<file path="src/rtl/pcie_tx_arbiter.sv">
// Packet-granular round-robin arbiter sharing one 64-bit AXIS PCIe TX port between
// source 0 (completion/PIO) and source 1 (snoop/forwarding). A per-packet stall
// watchdog terminates a hung TLP with tx_src_dsc and then drains the offending source.
module pcie_tx_arbiter #(
  parameter int unsigned TIMEOUT = 255
) (
  input  logic        clk,
  input  logic        sys_rst,
  input  logic [63:0] s0_tdata,
  input  logic [7:0]  s0_tkeep,
  input  logic        s0_tlast,
  input  logic        s0_tvalid,
  output logic        s0_tready,
  input  logic [63:0] s1_tdata,
  input  logic [7:0]  s1_tkeep,
  input  logic        s1_tlast,
  input  logic        s1_tvalid,
  output logic        s1_tready,
  input  logic        s_axis_tx_tready,
  output logic [63:0] s_axis_tx_tdata,
  output logic [7:0]  s_axis_tx_tkeep,
  output logic        s_axis_tx_tlast,
  output logic        s_axis_tx_tvalid,
  output logic        tx_src_dsc,
  output logic [1:0]  grant,
  output logic [7:0]  tlp_pktcount,
  output logic [7:0]  abort_count
);

  typedef enum logic [2:0] {
    StIdle,
    StBusy0,
    StBusy1,
    StAbort,
    StDrain0,
    StDrain1
  } state_e;

  // Abort fires on the cycle the counter would reach TIMEOUT.
  localparam logic [15:0] StallLimit = 16'(TIMEOUT - 1);

  state_e      state_q, state_d;
  logic        rr_last_q, rr_last_d;
  logic [15:0] stall_q, stall_d;
  logic [7:0]  pktcount_q, pktcount_d;
  logic [7:0]  abort_cnt_q, abort_cnt_d;
  logic        abort_src_q, abort_src_d;

  // Source selected by the current BUSY/DRAIN state.
  logic cur_src;
  logic cur_valid;
  logic cur_last;

  assign cur_src   = (state_q == StBusy1) || (state_q == StDrain1);
  assign cur_valid = cur_src ? s1_tvalid : s0_tvalid;
  assign cur_last  = cur_src ? s1_tlast : s0_tlast;

  // State and counter registers with synchronous reset.
  always_ff @(posedge clk) begin
    if (sys_rst) begin
      state_q     <= StIdle;
      rr_last_q   <= 1'b1;
      stall_q     <= '0;
      pktcount_q  <= '0;
      abort_cnt_q <= '0;
      abort_src_q <= 1'b0;
    end else begin
      state_q     <= state_d;
      rr_last_q   <= rr_last_d;
      stall_q     <= stall_d;
      pktcount_q  <= pktcount_d;
      abort_cnt_q <= abort_cnt_d;
      abort_src_q <= abort_src_d;
    end
  end

  // Next-state: arbitration, packet completion, stall watchdog and drain.
  always_comb begin
    state_d     = state_q;
    rr_last_d   = rr_last_q;
    stall_d     = stall_q;
    pktcount_d  = pktcount_q;
    abort_cnt_d = abort_cnt_q;
    abort_src_d = abort_src_q;
    case (state_q)
      StIdle: begin
        stall_d = '0;
        // On a tie, serve the source that did not go last.
        if (s0_tvalid && (!s1_tvalid || rr_last_q)) begin
          state_d = StBusy0;
        end else if (s1_tvalid) begin
          state_d = StBusy1;
        end
      end
      StBusy0, StBusy1: begin
        if (cur_valid) begin
          // Backpressure is not a stall.
          stall_d = '0;
          if (s_axis_tx_tready && cur_last) begin
            state_d    = StIdle;
            rr_last_d  = cur_src;
            pktcount_d = pktcount_q + 8'd1;
          end
        end else if (stall_q == StallLimit) begin
          state_d     = StAbort;
          stall_d     = '0;
          abort_src_d = cur_src;
          if (abort_cnt_q != 8'hFF) begin
            abort_cnt_d = abort_cnt_q + 8'd1;
          end
        end else begin
          stall_d = stall_q + 16'd1;
        end
      end
      StAbort: begin
        if (s_axis_tx_tready) begin
          state_d = abort_src_q ? StDrain1 : StDrain0;
        end
      end
      StDrain0, StDrain1: begin
        // tready is forced high here, so a valid beat is always consumed.
        if (cur_valid && cur_last) begin
          state_d   = StIdle;
          rr_last_d = cur_src;
        end
      end
      default: state_d = StIdle;
    endcase
  end

  // Output mux: pass-through while busy, discontinue beat on abort, sink while draining.
  always_comb begin
    s_axis_tx_tdata  = '0;
    s_axis_tx_tkeep  = '0;
    s_axis_tx_tlast  = 1'b0;
    s_axis_tx_tvalid = 1'b0;
    tx_src_dsc       = 1'b0;
    s0_tready        = 1'b0;
    s1_tready        = 1'b0;
    grant            = 2'b00;
    if (!sys_rst) begin
      case (state_q)
        StBusy0: begin
          s_axis_tx_tdata  = s0_tdata;
          s_axis_tx_tkeep  = s0_tkeep;
          s_axis_tx_tlast  = s0_tlast;
          s_axis_tx_tvalid = s0_tvalid;
          s0_tready        = s_axis_tx_tready;
          grant            = 2'b01;
        end
        StBusy1: begin
          s_axis_tx_tdata  = s1_tdata;
          s_axis_tx_tkeep  = s1_tkeep;
          s_axis_tx_tlast  = s1_tlast;
          s_axis_tx_tvalid = s1_tvalid;
          s1_tready        = s_axis_tx_tready;
          grant            = 2'b10;
        end
        StAbort: begin
          s_axis_tx_tkeep  = 8'hFF;
          s_axis_tx_tlast  = 1'b1;
          s_axis_tx_tvalid = 1'b1;
          tx_src_dsc       = 1'b1;
        end
        StDrain0: s0_tready = 1'b1;
        StDrain1: s1_tready = 1'b1;
        default: ;
      endcase
    end
  end

  assign tlp_pktcount = pktcount_q;
  assign abort_count  = abort_cnt_q;

endmodule

</file>
<file path="config.mk">
export PLATFORM = sky130hd
export DESIGN_NAME = pcie_tx_arbiter
export DESIGN_NICKNAME = d
export VERILOG_FILES = /design/src/rtl/pcie_tx_arbiter.sv
export SDC_FILE = /design/constraint.sdc
export NUM_CORES = 1
export LEC_CHECK = 0
export CORE_MARGIN = 2
export CORE_UTILIZATION = 33
export CTS_BUF_LIST = sky130_fd_sc_hd__clkbuf_4 sky130_fd_sc_hd__clkbuf_8 sky130_fd_sc_hd__clkbuf_16
export DETAILED_ROUTE_END_ITERATION = 8
export PLACE_DENSITY = 0.82
export SLEW_MARGIN = 20
export SYNTH_ARGS = -nofsm -noshare
export SYNTH_HDL_FRONTEND = slang
export SYNTH_SLANG_ARGS = --single-unit
</file>
<file path="constraint.sdc">
create_clock -name clk -period 2.4 [get_ports clk]
set_input_delay 0.36 -clock clk [delete_from_list [all_inputs] [get_ports clk]]
set_output_delay 0.36 -clock clk [all_outputs]
set_load 0.005 [all_outputs]
</file>
==> notes.md <==
Status of the implementation.

- Dividing the final minimum period by the clock period gives a little over nine tenths.
- The number of pins exceeding their max-slew limit in the final report is 0, for reference.
- The worst slack after detailed placement is -340 ps, for reference.
- The xor-xnor portion of the synthesized cell area is 4.47%, for reference.
- The number of clock buffers inserted by TritonCTS is 5, for reference.
- The final design was reported to hold multi-input combinational gates totalling roughly 300.
- The DRC violation total left in the routed layout is recorded as 0.
- After clock tree synthesis, the setup repair step added 4 buffers.
- After detailed routing, the met2 layer carries 6.83 mm of wire.
- The endpoint type of the worst setup path is an output pin, for reference.
- The routed design shows a via density per instance of 5.37.
- The final timing report gives a worst setup slack of 57.9 ps.
- The clock tree from TritonCTS is yes, for reference.
- met2 track demand over resource after global routing is between 40% and 50%.
- Net switching is between 30% and 40% of the power.
- Leaving out the clock tree, the finished layout contains a buffer count of around 270.
- The cell-mix breakdown from Yosys lists the compound-gate area share as between 30% and 40%.
- Summing over every cut layer, the via total after detailed routing is 3921.
- The number of nets in the synthesized netlist is 526, for reference.
- After layout, the minimum clock period comes to 2340 ps.
- The synthesis stats list as the most numerous cell sky130_fd_sc_hd__a22o_1.
- Hold timing on the final database bottoms out at a slack of ~490 ps.
- The register with the most flip-flops is stall_q, for reference.
- By instance count after routing, the leading logic cell types are 191 x sky130_fd_sc_hd__clkdlybuf4s50_1, 64 x sky130_fd_sc_hd__a22o_1, 48 x sky130_fd_sc_hd__dlymetal6s2s_1, 36 x sky130_fd_sc_hd__dfxtp_1, 30 x sky130_fd_sc_hd__nand2_1.
- Of the total standard cell area in the layout, the multi-input combinational portion is 34.5%.
- The classification of the worst-slack hold path is flop to flop, for reference.
- The placement stage leaves a total instance area of 5620 µm².
- STA classifies the critical path startpoint as a flop.
- Traced cell by cell, the critical path runs through or2_4 > nor3_4 > buf_12 > buf_8 > a22o_1 > clkdlybuf4s50_1.
- For the worst min-delay path, the startpoint reported by OpenROAD is tlp_pktcount[7].
- sky130_fd_sc_hd__dfxtp_1 takes more of the synthesized area than any other cell.
- The launch point of the critical path was reported as state_q[2].
- The remaining global-route overflow is 0, for reference.
- By instance count after routing, the leading logic cell type is sky130_fd_sc_hd__clkdlybuf4s50_1.
- The stage-log warning count is 29, for reference.
- Counting tap cells, the placed design contains a total of 716 instances.
- Summing all multiplexer cells gives an area fraction of 2.55%.
- The analysis attributes to net switching a power of 0.00129 W.
- Entering global routing, the biggest net connects 40 pins.
- Ranked by total cell area, the synthesized netlist is headed by sky130_fd_sc_hd__dfxtp_1 25%, sky130_fd_sc_hd__a22o_1 19%, sky130_fd_sc_hd__nand2_1 4.0%.
- Summing the areas of all and, or, nand and nor instances in the mapped netlist gives 28.4% of the synthesized area.
- The sequential area share after synthesis is 25.2%, for reference.
- In this design, the stage delay of the slowest critical-path cell is 490 ps.
- The global routing report lists met1 layer usage as 32.1%.
- IR analysis of the VDD net gives a maximum drop of approximately 0.6 mV.
- The OpenROAD report gives the critical path a required time of ~2000 ps.
- Among all flip-flop cells after synthesis, the most frequent one is sky130_fd_sc_hd__dfxtp_1.
- Grouping non-sequential cells by family puts the most area in AND-OR/OR-AND gates.
- Synthesis inferred 37 register bits.
- The total power consumption of the routed design is 0.00366 W, for reference.
- The total of warnings raised by yosys is 0, for reference.
- The sum of buffers and inverters on the critical path is 3, for reference.
- Setup repair after global routing could not meet its margin everywhere.
- The capture point of the worst register-to-register path is recorded as abort_count[4].
- For the final database, setup skew stands at 8.05 ps.
- The post-route netlist has 9.32% of its cells at a drive strength greater than 1.
- The distinct cell type count of the synthesized netlist is 57, for reference.
- Yosys reports that the leading cell type by area covers 25.2% of the netlist area.
- The relative contribution of the clock network to total power is between 10% and 20%, for reference.
- The launch point of the worst register-to-register path is recorded as state_q[0].
- The cell depth of the worst min-delay path is 2, for reference.
- In this run the number of H-tree levels came out at 2.
- The number of global-route vias before repair is between 3000 and 4000, for reference.
- Max-cap violations in this run came to 0.
- The chip area line in the Yosys stat output reads 2940 µm².
- The topmost layer with routed signal wires is met4, for reference.
- The detailed router's first-iteration violation count is 177, for reference.
- For this run, the final setup violation count is recorded as 0.
- The worst pin sits at a relative slew slack of about three quarters.
- Of the total power, registers draw between 15 and 20%.
- Summed over all failing endpoints, the final setup total negative slack is 0 ps.
- Looking at the power breakdown, combinational cells take 66.3% of the total.
- In the floorplan report the effective utilization is 33.9%.
- The maximum net fanout on the critical path is 13, for reference.
- Per the detail_route report, routed wire per instance is 18.5 µm.
- met2 is the most crowded layer.
- After synthesis, the share of flip-flops with an asynchronous set or reset is 0%.
- The flow ran to the end, and the final reports show no timing, DRC or antenna violations.
- Counting instances in the post-synthesis netlist gives the leading cell types as 64 x sky130_fd_sc_hd__a22o_1, 37 x sky130_fd_sc_hd__dfxtp_1, 31 x sky130_fd_sc_hd__nand2_1, 30 x sky130_fd_sc_hd__nor2_1, 23 x sky130_fd_sc_hd__nand3_1.
- 0 antenna diodes ended up in the layout.
- The tally of buffers added on design ports is 245, for reference.
- The clock sink count is 37, for reference.
- The report puts the cell count of the worst reg-to-reg path at 6.
- In this run the core area contains 34 standard-cell rows.
- Per STA, the worst path accumulates the most delay in the family buffers and inverters.
- The first-pass GRT wire length is between 20 and 25 mm, for reference.
**Cells colored by class**

Fill, decap, tap and diode cells in gray.
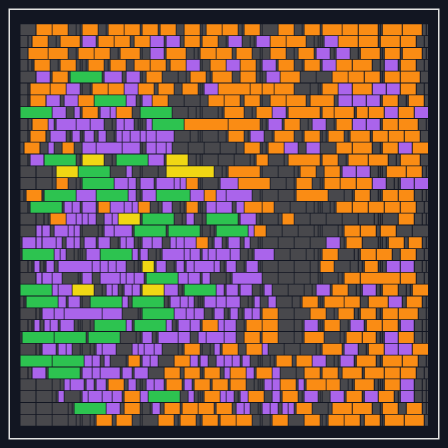
registers -> green  # cells 37
remaining logic cells -> purple  # cells 304
remaining buffers and delay cells -> orange  # cells 273
clock drivers and dummy loads -> yellow  # cells 8
final instance area: 5990 µm²
Util after Layout: 69.0%

**The metal 3 layer**

Scale bar: 20 µm.
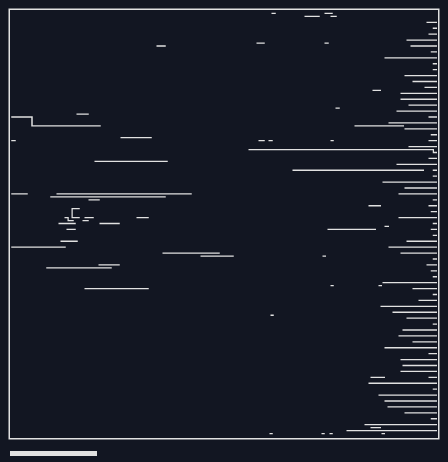
main direction = horizontal
wire length on this layer = 725 µm
share of all routed wire = 5.4%

**Nets reached from selected ports**

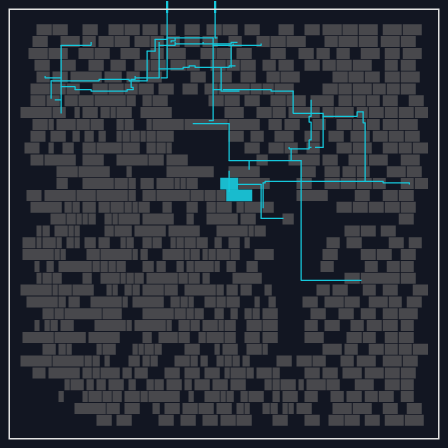
grant -> cyan  # bits 2, direction output, edge north, end cells 2, buffers 6, wire 454 µm

**The metal 2 layer**

Cells faint in the background.
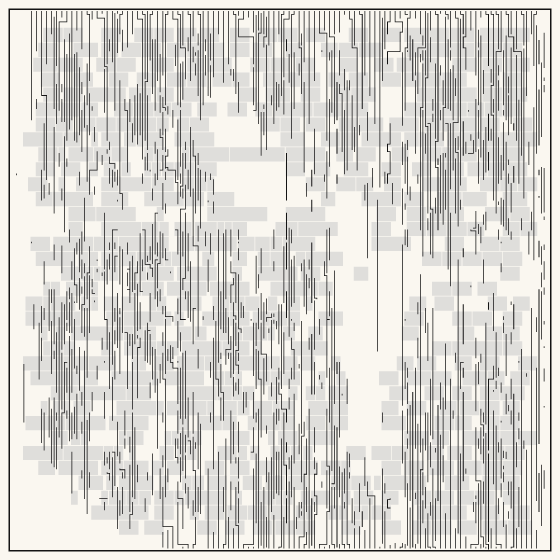
longest straight run = 49.8 µm
wire length on this layer = 6830 µm
share of all routed wire = 51%
main direction = vertical
nets with wire on the layer = 700

Power and IR drop assume default switching activity.
